### config.mk
export PLATFORM = sky130hd
export DESIGN_NAME = fetch
export DESIGN_NICKNAME = d
export VERILOG_FILES = /design/src/rtl/fetch_pkg.sv /design/src/rtl/fetch.sv
export SDC_FILE = /design/constraint.sdc
export NUM_CORES = 1
export LEC_CHECK = 0
export CAP_MARGIN = 10
export CORE_ASPECT_RATIO = 1.25
export CORE_MARGIN = 4
export CORE_UTILIZATION = 43
export CTS_BUF_LIST = sky130_fd_sc_hd__clkbuf_4 sky130_fd_sc_hd__clkbuf_8 sky130_fd_sc_hd__clkbuf_16
export DETAILED_ROUTE_END_ITERATION = 16
export PLACE_DENSITY = 0.78
export SYNTH_ARGS = -nofsm -noshare
export SYNTH_HDL_FRONTEND = slang
export SYNTH_SLANG_ARGS = --single-unit
### constraint.sdc
create_clock -name cpu_clk -period 3 [get_ports cpu_clk]
set_input_delay 0.6 -clock cpu_clk [delete_from_list [all_inputs] [get_ports cpu_clk]]
set_output_delay 0.6 -clock cpu_clk [all_outputs]
set_load 0.05 [all_outputs]
### src/rtl/fetch_pkg.sv
// Shared types and constants for the instruction fetch unit.
package fetch_pkg;

    localparam int INS_W        = 16;
    localparam int EXT_BIT_DFLT = 15;

    typedef enum logic [2:0] {
        FETCH_INS,
        WAIT_INS,
        FETCH_EXT,
        WAIT_EXT,
        ISSUE,
        EXEC
    } fetch_state_t;

endpackage

### src/rtl/fetch.sv
// Instruction fetch unit: owns the PC, reads one or two words from a 1-cycle
// synchronous program memory, issues them to decode and waits for retire.
//
// state     | meaning
// ----------+-------------------------------------------------------------
// FETCH_INS | read first word at pc (held off while halt is high)
// WAIT_INS  | capture first word and ins_pc; pick 1- or 2-word path
// FETCH_EXT | read extension word at pc+1
// WAIT_EXT  | capture extension word
// ISSUE     | ins_en strobe; retire may already be accepted here
// EXEC      | hold instruction until retire, then update pc
module fetch
    import fetch_pkg::*;
#(
    parameter logic [INS_W-1:0] RESET_PC = 16'h0000,
    parameter int               EXT_BIT  = EXT_BIT_DFLT
) (
    input  logic             cpu_clk,
    input  logic             cpu_rst,
    input  logic             halt,
    output logic             mem_rd,
    output logic [INS_W-1:0] mem_addr,
    input  logic [INS_W-1:0] mem_data,
    output logic [INS_W-1:0] ins,
    output logic [INS_W-1:0] ext,
    output logic             ins_en,
    output logic [INS_W-1:0] ins_pc,
    input  logic             retire,
    input  logic             set_pc,
    input  logic             add_pc,
    input  logic             inc_pc,
    input  logic [INS_W-1:0] pc_arg
);

    fetch_state_t     r_state;
    fetch_state_t     w_state_nxt;
    logic [INS_W-1:0] r_pc;
    logic [INS_W-1:0] r_ins;
    logic [INS_W-1:0] r_ext;
    logic [INS_W-1:0] r_ins_pc;
    logic [INS_W-1:0] w_pc_upd;
    logic [INS_W-1:0] w_ins_len;
    logic             w_take;
    logic             w_mem_rd;
    logic [INS_W-1:0] w_mem_addr;

    assign w_ins_len = r_ins[EXT_BIT] ? 16'd2 : 16'd1;

    always_comb begin
        w_pc_upd = r_pc;
        if (set_pc)
            w_pc_upd = pc_arg;
        else if (add_pc)
            w_pc_upd = r_ins_pc + pc_arg;
        else if (inc_pc)
            w_pc_upd = r_ins_pc + w_ins_len;
    end

    always_comb begin
        w_state_nxt = r_state;
        w_mem_rd    = 1'b0;
        w_mem_addr  = r_pc;
        w_take      = 1'b0;
        case (r_state)
            FETCH_INS: begin
                if (!halt) begin
                    w_mem_rd    = 1'b1;
                    w_state_nxt = WAIT_INS;
                end
            end
            WAIT_INS:  w_state_nxt = mem_data[EXT_BIT] ? FETCH_EXT : ISSUE;
            FETCH_EXT: begin
                w_mem_rd    = 1'b1;
                w_mem_addr  = r_pc + 16'd1;
                w_state_nxt = WAIT_EXT;
            end
            WAIT_EXT:  w_state_nxt = ISSUE;
            ISSUE: begin
                w_take      = retire;
                w_state_nxt = retire ? FETCH_INS : EXEC;
            end
            EXEC: begin
                w_take = retire;
                if (retire)
                    w_state_nxt = FETCH_INS;
            end
            default:   w_state_nxt = FETCH_INS;
        endcase
        // Reset is synchronous, so the memory strobe must be masked combinationally.
        if (cpu_rst) begin
            w_mem_rd   = 1'b0;
            w_mem_addr = RESET_PC;
        end
    end

    always_ff @(posedge cpu_clk) begin
        if (cpu_rst) begin
            r_state  <= FETCH_INS;
            r_pc     <= RESET_PC;
            r_ins_pc <= RESET_PC;
            r_ins    <= '0;
            r_ext    <= '0;
        end else begin
            r_state <= w_state_nxt;
            if (r_state == WAIT_INS) begin
                r_ins    <= mem_data;
                r_ins_pc <= r_pc;
                if (!mem_data[EXT_BIT])
                    r_ext <= '0;
            end
            if (r_state == WAIT_EXT)
                r_ext <= mem_data;
            if (w_take)
                r_pc <= w_pc_upd;
        end
    end

    assign mem_rd   = w_mem_rd;
    assign mem_addr = w_mem_addr;
    assign ins      = r_ins;
    assign ext      = r_ext;
    assign ins_pc   = r_ins_pc;
    assign ins_en   = (r_state == ISSUE);

endmodule

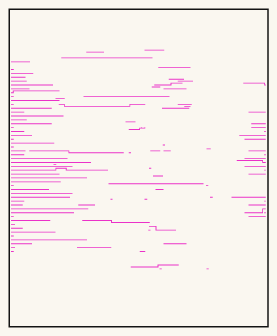
*Metal 3, run 1*
main direction	horizontal
nets with wire on the layer	93
vias: 3778
DRT Wirelength: 11.0 mm
GRT met3 Usage: 8.08%

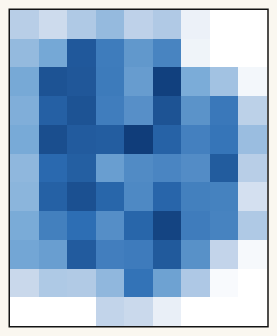
*Cell area per tile, run 1*
9 x 11 tiles, from white (low) to dark blue (high), 0 to 100% covered.
mean over tiles	50%
tiles over 75% full	24%
fullest tile	95%
nearly empty tiles	11%
emptiest ninth of the die	top right
final core utilization: 62.3%
core area: 8240 sq um
pre-placement core utilization: 44.3%

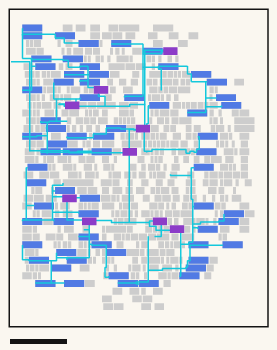
*Routed clock nets over the placement, run 1*
Scale bar: 20 um.
[flip-flops] blue | count: 67
[clock wires] cyan | length: 918 um
[cells driving clock nets] purple | count: 9
flops lie	spread over the die
Clk pwr share: 36.8%
clk latency late pin: 0.35 ns

==> impl_metrics.csv, run 1 <==
group,metric,value,unit
power_and_ir_drop,internal_power,0.00146,W
critical_path,r2r_slack,0.60,ns
die,die_area,10000,sq um
run_status,outcome,"finished, final reports clean",
clock_tree,post-cts-setup-buffers,0,
synth,synthDistinctLibCells,47,
finish,n_antenna_cell,0,
timing,fin_crit,2.84,ns
synth,top_area_cell,"dfxtp_1",
power_and_ir_drop,p_seq,0.000936,W
global_routing,grt_max_degree,77,
die,row_count,37,
placed_design,io_buffers,104,
synth,syn-instance-count,470,
timing,finClkSkew,0.00976,ns
timing,finalSetupViolCount,0,
timing,timing.hold.ws,0.460,ns
critical_path,cp_top_family,"simple AND/OR/NAND/NOR gates",
finish,nFlopsAndLatches,67,
finish,mi_logic_area,2190,sq um
global_routing,antenna_found_initial,0,
--- run 2 (diff from run 1) ---
- CTS_CLUSTER_DIAMETER: default -> 30
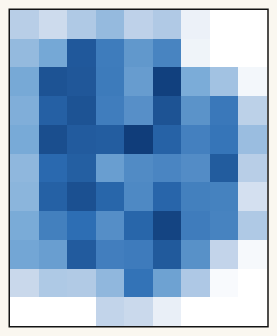
*Cell area per tile, run 2*
9 x 11 tiles, from white (low) to dark blue (high), 0 to 100% covered.

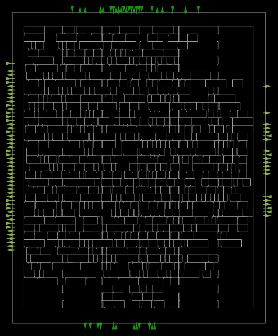
*Cell outlines without signal wires, run 2*
fin cells: 686
fraction of area in registers: 26.2%
flip-flop and latch count: 67

==> run 2 against run 1 <==
Effect of this change:
- clock power is essentially flat
- non-clock buffer count stayed put
- synthesized cell count did not move
- total power unchanged
- maximum frequency did not move
- largest power group unchanged
- count of clock-buffer cells in the layout unchanged
- first-iteration DRC count unchanged
- via count is the same
==> impl_metrics.csv, run 2 <==
group,metric,value,unit
global_routing,antenna_found_initial,0,
detailed_routing,routed_wl,11.0,mm
global_routing,use_met3,8.08,%
timing,fin_crit,2.84,ns
die,row_count,37,
synth,synthDistinctLibCells,47,
synth,top_area_cell,"dfxtp_1",
power_and_ir_drop,p_seq,0.000936,W
critical_path,r2r_slack,0.60,ns
finish,utilization,62.3,%
power_and_ir_drop,clkPwrFrac,36.8,%
detailed_routing,vias,3778,
timing,finalSetupViolCount,0,
power_and_ir_drop,internal_power,0.00146,W
placed_design,io_buffers,104,
clock_tree,post-cts-setup-buffers,0,
clock_tree,insertion_delay,0.35,ns
finish,mi_logic_area,2190,sq um
die,core,8240,sq um
timing,timing.hold.ws,0.460,ns
finish,n_antenna_cell,0,
timing,finClkSkew,0.00976,ns
run_status,outcome,"finished, final reports clean",
Power and IR drop assume default switching activity.
